**Run 1: signal metal coverage by tile**

The die is cut into 12 by 12 equal tiles; dark blue is low, red is high, scaled to the fullest tile. Values are wire area over tile area, all layers added.
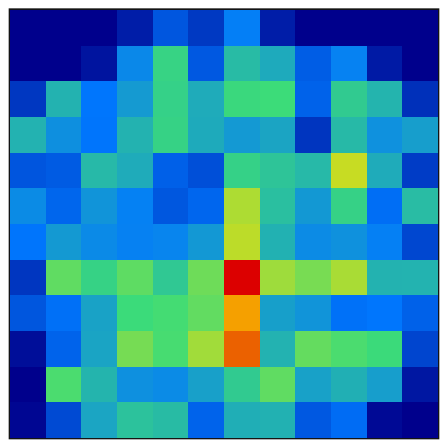
**Run 1: met3 routing**

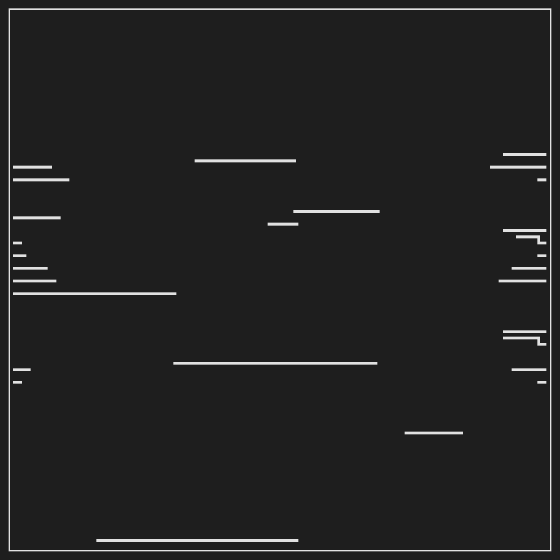
**Run 1: placement view**

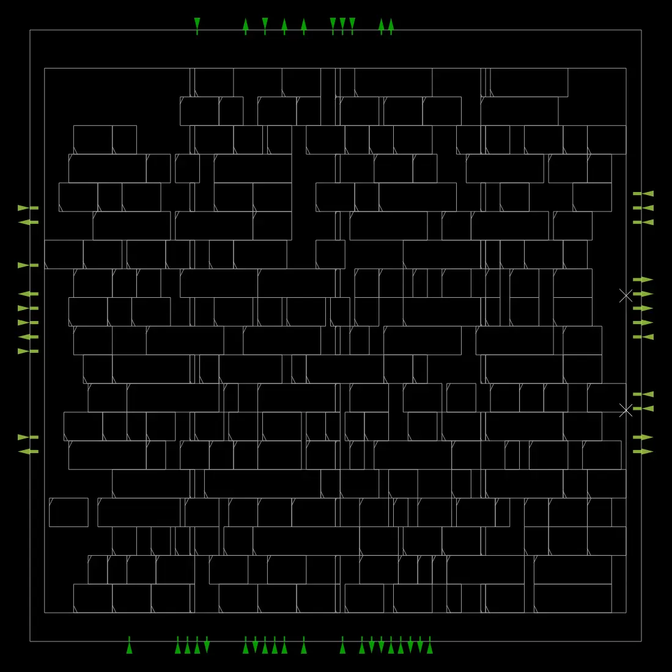
### src/rtl/spi_status_data_regs.sv
// CPU-facing status/data side of the SPI register file: SPISR flags, SPIDR
// receive/transmit buffers, two-step flag-clear sequences and the interrupt request.
module spi_status_data_regs #(
  parameter logic [2:0] ADDR_CR1 = 3'd0,
  parameter logic [2:0] ADDR_SR  = 3'd3,
  parameter logic [2:0] ADDR_DR  = 3'd5
) (
  input  logic       clk,
  input  logic       rst,
  input  logic       spe,
  input  logic       spie,
  input  logic       sptie,
  input  logic       mstr,
  input  logic       modfen,
  input  logic       rd_en,
  input  logic       wr_en,
  input  logic [2:0] addr,
  input  logic [7:0] wdata,
  output logic [7:0] rdata,
  input  logic       xfer_done,
  input  logic [7:0] rx_byte,
  input  logic       tx_load,
  input  logic       mode_fault,
  output logic [7:0] tx_data,
  output logic       tx_pending,
  output logic       spif,
  output logic       sptef,
  output logic       modf,
  output logic       spi_irq
);

  logic [7:0] rdata_q, rdata_d;
  logic [7:0] rx_buf_q, rx_buf_d;
  logic [7:0] tx_data_q, tx_data_d;
  logic       tx_pending_q, tx_pending_d;
  logic       spif_q, spif_d;
  logic       sptef_q, sptef_d;
  logic       modf_q, modf_d;
  logic       spif_arm_q, spif_arm_d;
  logic       sptef_arm_q, sptef_arm_d;
  logic       modf_arm_q, modf_arm_d;

  logic       sr_rd, dr_rd, dr_wr, cr1_wr;
  logic       spif_clr, rx_set, tx_acc, tx_rel, modf_set, modf_clr;
  logic [7:0] sr_val;

  always_comb begin
    sr_rd    = rd_en && (addr == ADDR_SR);
    dr_rd    = rd_en && (addr == ADDR_DR);
    dr_wr    = wr_en && (addr == ADDR_DR);
    cr1_wr   = wr_en && (addr == ADDR_CR1);
    sr_val   = {spif_q, 1'b0, sptef_q, modf_q, 4'b0000};

    spif_clr = dr_rd && spif_arm_q;
    // A clearing read that coincides with a new byte still lets the byte in.
    rx_set   = xfer_done && (!spif_q || spif_clr);
    tx_acc   = dr_wr && sptef_q && sptef_arm_q;
    tx_rel   = tx_load && tx_pending_q;
    modf_set = mode_fault && mstr && modfen;
    modf_clr = cr1_wr && modf_arm_q;

    rdata_d      = rdata_q;
    rx_buf_d     = rx_buf_q;
    tx_data_d    = tx_data_q;
    tx_pending_d = tx_pending_q;
    spif_d       = spif_q;
    sptef_d      = sptef_q;
    modf_d       = modf_q;

    if (rd_en) begin
      if (addr == ADDR_SR)      rdata_d = sr_val;
      else if (addr == ADDR_DR) rdata_d = rx_buf_q;
      else                      rdata_d = 8'h00;
    end

    if (rx_set) begin
      spif_d   = 1'b1;
      rx_buf_d = rx_byte;
    end else if (spif_clr) begin
      spif_d = 1'b0;
    end

    if (tx_acc) begin
      tx_data_d    = wdata;
      tx_pending_d = 1'b1;
      sptef_d      = 1'b0;
    end else if (tx_rel) begin
      tx_pending_d = 1'b0;
      sptef_d      = 1'b1;
    end

    if (modf_set)      modf_d = 1'b1;
    else if (modf_clr) modf_d = 1'b0;

    // Each completed clear sequence consumes its arm; a fresh SPISR read is needed.
    spif_arm_d  = spif_d  && !spif_clr && (spif_arm_q  || (sr_rd && spif_q));
    sptef_arm_d = sptef_d && !tx_acc   && (sptef_arm_q || (sr_rd && sptef_q));
    modf_arm_d  = modf_d  && !modf_clr && (modf_arm_q  || (sr_rd && modf_q));

    if (!spe) begin
      rx_buf_d     = rx_buf_q;
      tx_data_d    = tx_data_q;
      spif_d       = 1'b0;
      modf_d       = 1'b0;
      sptef_d      = 1'b1;
      tx_pending_d = 1'b0;
      spif_arm_d   = 1'b0;
      sptef_arm_d  = 1'b0;
      modf_arm_d   = 1'b0;
    end
  end

  always_ff @(posedge clk) begin
    if (rst) begin
      rdata_q      <= 8'h00;
      rx_buf_q     <= 8'h00;
      tx_data_q    <= 8'h00;
      tx_pending_q <= 1'b0;
      spif_q       <= 1'b0;
      sptef_q      <= 1'b1;
      modf_q       <= 1'b0;
      spif_arm_q   <= 1'b0;
      sptef_arm_q  <= 1'b0;
      modf_arm_q   <= 1'b0;
    end else begin
      rdata_q      <= rdata_d;
      rx_buf_q     <= rx_buf_d;
      tx_data_q    <= tx_data_d;
      tx_pending_q <= tx_pending_d;
      spif_q       <= spif_d;
      sptef_q      <= sptef_d;
      modf_q       <= modf_d;
      spif_arm_q   <= spif_arm_d;
      sptef_arm_q  <= sptef_arm_d;
      modf_arm_q   <= modf_arm_d;
    end
  end

  assign rdata      = rdata_q;
  assign tx_data    = tx_data_q;
  assign tx_pending = tx_pending_q;
  assign spif       = spif_q;
  assign sptef      = sptef_q;
  assign modf       = modf_q;
  assign spi_irq    = (spie && (spif_q || modf_q)) || (sptie && sptef_q);

endmodule

### config.mk
export PLATFORM = sky130hd
export DESIGN_NAME = spi_status_data_regs
export DESIGN_NICKNAME = d
export VERILOG_FILES = /design/src/rtl/spi_status_data_regs.sv
export SDC_FILE = /design/constraint.sdc
export NUM_CORES = 1
export LEC_CHECK = 0
export CORE_UTILIZATION = 43
export DETAILED_ROUTE_END_ITERATION = 6
export PLACE_DENSITY = 0.79
export SLEW_MARGIN = 20
export SYNTH_ARGS = -nofsm -noshare
export SYNTH_HDL_FRONTEND = slang
export SYNTH_SLANG_ARGS = --single-unit
### constraint.sdc
create_clock -name clk -period 1.6 [get_ports clk]
set_input_delay 0.32 -clock clk [delete_from_list [all_inputs] [get_ports clk]]
set_output_delay 0.32 -clock clk [all_outputs]
set_load 0.005 [all_outputs]
==> flow_metrics.py, run 1 <==
# Physical implementation metrics
metrics = {
    "finish": {
        "number_of_nets_in_the_finished_design": 232,
        "top_cells_excl_fill_tap": "clkdlybuf4s50_1, nand2b_1, dfxtp_1",
        "final_core_util": 0.728,
        "syn_to_final_growth_pct": 53.8,
    },
    "worst_setup_path": {
        "setup.worst_path.start_class": "register",
        "critical_path_required_ns": 1.28,
        "worst-path-stages": 1,
        "critPathLaunch": "sptef",
        "critical-path-top-delay-family": "buffers and inverters",
    },
    "die": {
        "die-height_um": 58.0,
        "design.die.area_um2": 3370,
    },
    "job": {
        "maxCapViolCount": 0,
        "warnings": 26,
    },
    "sta": {
        "rsz0062_at_grt": "false",
        "tightest_slew_ns": 0.304,
        "setup_viol_count_final": 0,
        "clock_skew_ns": 0.0101,
        "timing.final.crit_period_ns": 1.53,
        "clock.fmax_ghz": 0.655,
        "fin_ws_ns": 0.0727,
    },
    "global_routing": {
        "grtUsageTotal": 0.204,
        "grt_max_degree": 22,
    },
    "synth": {
        "synthesized_area_um2": 1350,
        "synth.net_count": 168,
        "synth.cells.most_frequent": "nand2b_1, dfxtp_1, mux2i_1, nor2_1, a22oi_1",
        "enable_flop_cells": 0,
        "postSynth.topFlopCell": "dfxtp_1",
        "synth_cells": 137,
        "netlist_top_cells_area": "dfxtp_1, nand2b_1, mux2i_1",
        "post-synth-top-area-fraction": 0.460,
        "synth-warning-count": 0,
    },
    "outcome": {
        "outcome": "complete, but fails checks",
        "violated_checks": "DRC",
    },
    "clock_network": {
        "clock-sinks": 31,
    },
    "pwr": {
        "powerDensity_nw_per_um2": 776,
    },
    "placement": {
        "post-dp-hpwl_mm": 2.39,
    },
    "drt": {
        "total_drc_errors_in_the_routed_layout": 2,
    },
}
Back to the opening pictures, 'signal metal coverage by tile':
nearly empty tiles = 9.7%
fullest tile = 0.46
tiles over half the peak = 15%

Back to the opening pictures, 'met3 routing':
longest straight run = 21.6 µm
share of all routed wire = 5.0%
main direction = horizontal
nets with wire on the layer = 25
wire length on this layer = 156 µm

Back to the opening pictures, 'placement view':
sequential fraction of total cell area: 0.301
FF+latch count: 31
filler cell count in the final layout: 235
CORE AREA: 2850 µm²
tapcells inserted: 31

==> run 1: cell type report <==
type	instances	area (µm²)	area share
multi-input cells	97	694	0.334
well taps	31	38.8	0.0187
clock buffers	6	51.3	0.0247
inverters	4	15.0	0.00723
clock inverters	2	35.0	0.0169
flip-flops and latches	31	626	0.301
repair buffers	62	617	0.297
==> run 1: metal layers <==
| metal | GRT usage | wire length (µm) | vias to the layer above |
|---|---|---|---|
| met1 | 0.226 | 1360 | 550 |
| li1 | - | - | 614 |
| met5 | 0 | 0 | - |
| met3 | 0.0714 | 156 | 4 |
| met2 | 0.350 | 1560 | 32 |
| met4 | 0.0918 | 50 | 0 |
==> run 1: flip-flops by register name, indices dropped and copies added, names as in the netlist <==
signal,flops
spif,1
tx_pending,1
modf_arm_q,1
modf,1
sptef_arm_q,1
rx_buf_q,8
spif_arm_q,1
rdata,8
tx_data,8
sptef,1
==> run 1: stage by stage <==
stage	hold WS [ns]	area [µm²]
floorplan	0.448	1350
global placement	0.458	1990
detailed placement	0.466	1990
CTS	0.483	2070
global route	0.504	2080
finish	0.481	2080
==> run 1: kinds of logic after synthesis <==
logic type,share of synthesized area
AOI/OAI and AO/OA,0.136
buffers and inverters,0.0259
DFF,0.460
muxes,0.119
and+or+nand+nor,0.260
==> run 1: worst register-to-register path: cells and delay by family (launching register included) <==
kind | cells | cell delay (ns)
buffers and inverters | 2 | 0.33
AND-OR/OR-AND | 1 | 0.31
flip-flops | 1 | 0.33
multiplexers | 1 | 0.22
==> run 1: power by group <==
group,switching (mW),total [mW],internal [mW]
clock network,0.254,0.623,0.369
registers,0.00874,0.792,0.784
logic,0.0698,0.196,0.126
**Run 1: cells by drive strength**

Scale bar: 20 µm.
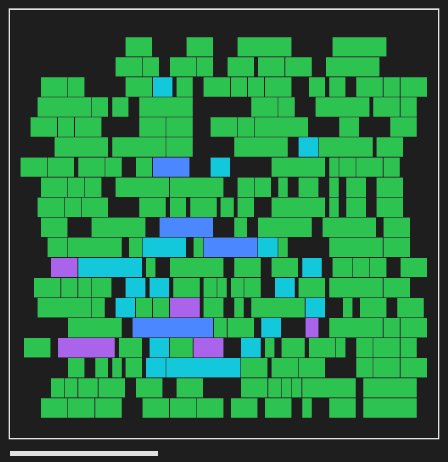

==> run 2, diff against run 1 <==
MAX_ROUTING_LAYER = met4   (was default)
**Run 2: cells by drive strength**

Scale bar: 20 µm.
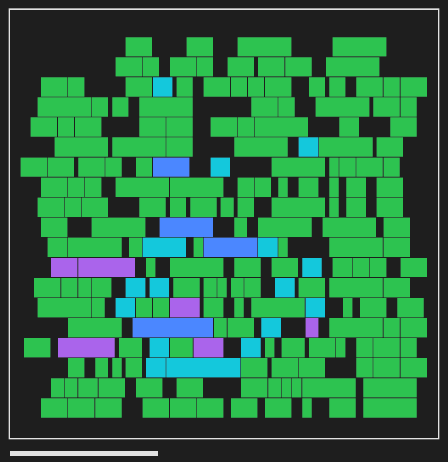
x3 and x4 -> cyan  # cells 16, share 7.9%
x1 and smaller -> green  # cells 176, share 87%
x2 -> purple  # cells 6, share 3.0%
x6 and larger -> blue  # cells 4, share 2.0%
design area: 2070 µm²
Area growth syn-to-layout: 53.7%
crit path setup slack, layout: 0.0464 ns
count of plain and timing-repair buffers in the layout: 62

==> flow_metrics.py, run 2 <==
# Physical implementation metrics
metrics = {
    "synth": {
        "post-synth-top-area-fraction": 0.460,
        "synthesized_area_um2": 1350,
        "synth-warning-count": 0,
        "netlist_top_cells_area": "dfxtp_1, nand2b_1, mux2i_1",
        "synth.net_count": 168,
        "enable_flop_cells": 0,
    },
    "outcome": {
        "outcome": "complete, but fails checks",
        "violated_checks": "DRC",
    },
    "worst_setup_path": {
        "critical-path-top-delay-family": "buffers and inverters",
        "critical_path_required_ns": 1.28,
    },
    "job": {
        "maxCapViolCount": 0,
        "warnings": 26,
    },
    "die": {
        "coreArea_um2": 2850,
        "design.die.area_um2": 3370,
        "die-height_um": 58.0,
    },
    "global_routing": {
        "globalRouteMet3Util": 0.0647,
        "grtUsageTotal": 0.209,
        "grt.busiest_layer": "met2",
        "grt_max_degree": 22,
    },
    "drt": {
        "total_drc_errors_in_the_routed_layout": 2,
        "top_layer": "met4",
        "m1WireLength_mm": 1.38,
    },
    "clock_network": {
        "clock-sinks": 31,
    },
    "pwr": {
        "powerDensity_nw_per_um2": 779,
    },
    "sta": {
        "clock_skew_ns": 0.00951,
        "tightest_slew_ns": 0.304,
    },
}
[run 2: cell counts after synthesis]
No cell type changed its count.
[run 2: kinds of logic after synthesis]
group | share of synthesized area
AOI/OAI and AO/OA | 0.136
buffers and inverters | 0.0259
DFF | 0.460
muxes | 0.119
and+or+nand+nor | 0.260
[run 2: per-stage QoR]
| step | setup TNS, ns | setup WS [ns] | hold slack, ns | cell area, µm² | instances |
|---|---|---|---|---|---|
| floorplan | 0 | 0.394 | 0.448 | 1350 | 137 |
| global placement | -0.824 | -0.113 | 0.458 | 1990 | 225 |
| detailed placement | -1.74 | -0.179 | 0.466 | 1990 | 225 |
| CTS | 0 | 0.0251 | 0.483 | 2070 | 233 |
| global route | 0 | 0.000720 | 0.504 | 2070 | 233 |
| finish | 0 | 0.0464 | 0.481 | 2070 | 233 |
[run 2: cell type report]
type,count,area share
clock buffers,6,0.0247
clock inverters,2,0.0169
inverters,4,0.00724
multi-input cells,97,0.335
flip-flops and latches,31,0.300
well taps,31,0.0187
repair buffers,62,0.297
[run 2: power breakdown]
part | total [mW] | switching (mW) | leakage, nW | internal [mW]
Sequential | 0.794 | 0.00879 | 0.251 | 0.785
Clock | 0.626 | 0.256 | 0.0482 | 0.369
Combinational | 0.197 | 0.0703 | 0.456 | 0.126
[run 2: worst paths after layout]
path / from / endpoint / slack (ns) / cells after the start
worst max-delay path: sptef / sptef / 0.05 / 1
worst min-delay path: rx_buf_q[4] / rx_buf_q[4] / 0.48 / 2
worst max register to register: spif / rx_buf_q[0] / 0.34 / 4
worst min register to register: rx_buf_q[4] / rx_buf_q[4] / 0.48 / 2
[run 2: timing repair]
action / in CTS / in global routing
buffers inserted: 0 / 0
hold buffers: 0 / 0
resized: 3 / 0
endpoints found under the setup margin: 2 / 0
**Run 2: signal metal coverage by tile**

The die is cut into 12 by 12 equal tiles; dark blue is low, red is high, scaled to the fullest tile. Values are wire area over tile area, all layers added.
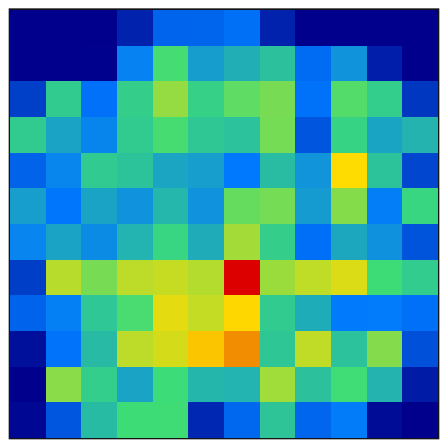

==> run 3, diff against run 2 <==
CORE_MARGIN = 2   (was default)
**Run 3: signal metal coverage by tile**

The die is cut into 12 by 12 equal tiles; dark blue is low, red is high, scaled to the fullest tile. Values are wire area over tile area, all layers added.
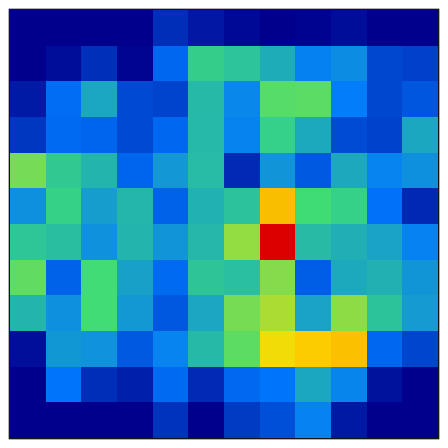
mean over tiles = 0.14
nearly empty tiles = 14%
tiles over half the peak = 13%
emptiest ninth of the die = north-west
fullest tile = 0.52
densest ninth of the die = center

==> flow_metrics.py, run 3 <==
# Physical implementation metrics
metrics = {
    "outcome": {
        "outcome": "finished clean",
    },
    "sta": {
        "tightest_slew_ns": 0.324,
    },
    "worst_hold_path": {
        "worstHoldStart": "rx_buf_q[6]",
    },
    "worst_setup_path": {
        "ff2ff_setup_slack_ns": 0.39,
        "worst-path-stages": 1,
        "critPathLaunch": "tx_pending",
        "worst_r2r_path_depth": 4,
        "worstReg2RegStart": "spif",
        "cp-endpoint": "tx_pending",
        "critical_path_required_ns": 1.28,
        "worst_r2r_endpoint": "rx_buf_q[5]",
    },
    "placement": {
        "dpl_cell_area_um2": 1990,
    },
    "finish": {
        "nonClockInverterCount": 4,
        "design_area_um2": 2060,
        "numSequentialCells": 31,
        "largestClassByArea": "combinational gates",
        "area.share.sequential": 0.303,
    },
    "synth": {
        "synth.net_count": 168,
        "post-synth-top-area-fraction": 0.460,
        "synthesized_area_um2": 1350,
        "enable_flop_cells": 0,
    },
    "pwr": {
        "netSwitchingFraction": 0.225,
        "power_report.internal_total_mw": 1.16,
        "p_clk_frac": 0.344,
    },
    "die": {
        "coreArea_um2": 3030,
        "die-height_um": 60.0,
        "taps": 44,
    },
    "global_routing": {
        "grt_max_degree": 23,
        "globalRouteMet3Util": 0.0693,
    },
    "clock_network": {
        "cts_hold_buf": 0,
    },
    "job": {
        "warnings": 26,
    },
}
[run 3: cell counts after synthesis]
Identical to the previous run, type by type.
[run 3: cells by family after synthesis]
| group | synth area share |
|---|---|
| and+or+nand+nor | 0.260 |
| DFF | 0.460 |
| AOI/OAI and AO/OA | 0.136 |
| muxes | 0.119 |
| buffers and inverters | 0.0259 |
[run 3: timing repair]
action                                  in CTS  in global routing
setup buffers                                0                  0
endpoints found under the setup margin       3                  1
gates resized                                3                  1
[run 3: how the worst min path moves through the flow]
stage	end	slack (ns)	cells after the start
3_3_place_gp	rx_buf_q[5]	0.46	2
3_5_place_dp	tx_data[3]	0.46	2
2_1_floorplan	rx_buf_q[7]	0.45	2
5_1_grt	rx_buf_q[6]	0.50	2
6_report	rx_buf_q[6]	0.48	2
4_1_cts	rx_buf_q[6]	0.48	2
[run 3: stage by stage]
| step | setup slack [ns] | TNS (ns) | utilization | hold slack [ns] | instances |
|---|---|---|---|---|---|
| 2_1_floorplan | 0.394 | 0 | - | 0.448 | 137 |
| 3_3_place_gp | -0.114 | -1.04 | 0.657 | 0.459 | 236 |
| 3_5_place_dp | -0.125 | -1.97 | 0.657 | 0.461 | 236 |
| 4_1_cts | 0.0290 | 0 | 0.681 | 0.484 | 244 |
| 5_1_grt | 0.00361 | 0 | 0.682 | 0.502 | 244 |
| 6_report | 0.0620 | 0 | 0.682 | 0.481 | 244 |
[run 3: power groups by stage]
stage	registers, mW	logic [mW]	clock network [mW]
floorplan	0.811	0.0711	0
finish	0.792	0.192	0.517
global placement	0.811	0.188	0
global route	0.794	0.208	0.583
CTS	0.794	0.193	0.540
detailed placement	0.812	0.193	0

==> gallery <==
Clock distribution.
picture 1
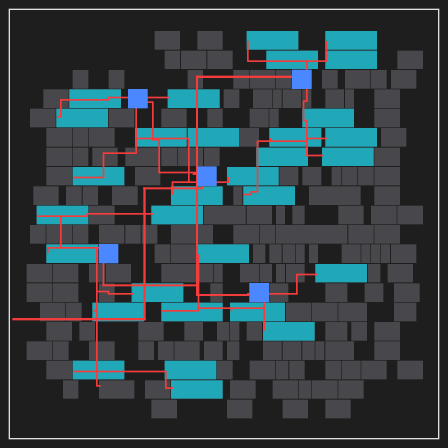
picture 2
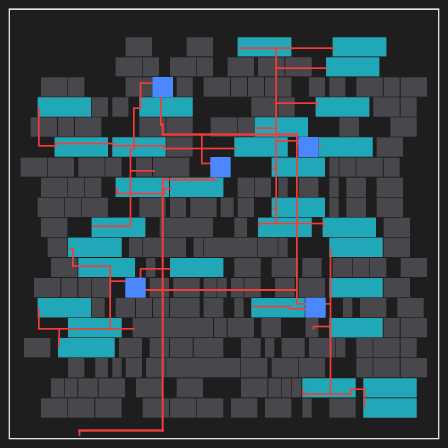
- run 3 = picture 1
- run 2 = picture 2

Key to picture 2:
flip-flops -> cyan  # count 31
clock-net drivers -> blue  # count 5
clock wires -> red  # length 365 µm
routed clock nets = 6

Power is estimated from default activity; no workload was simulated.
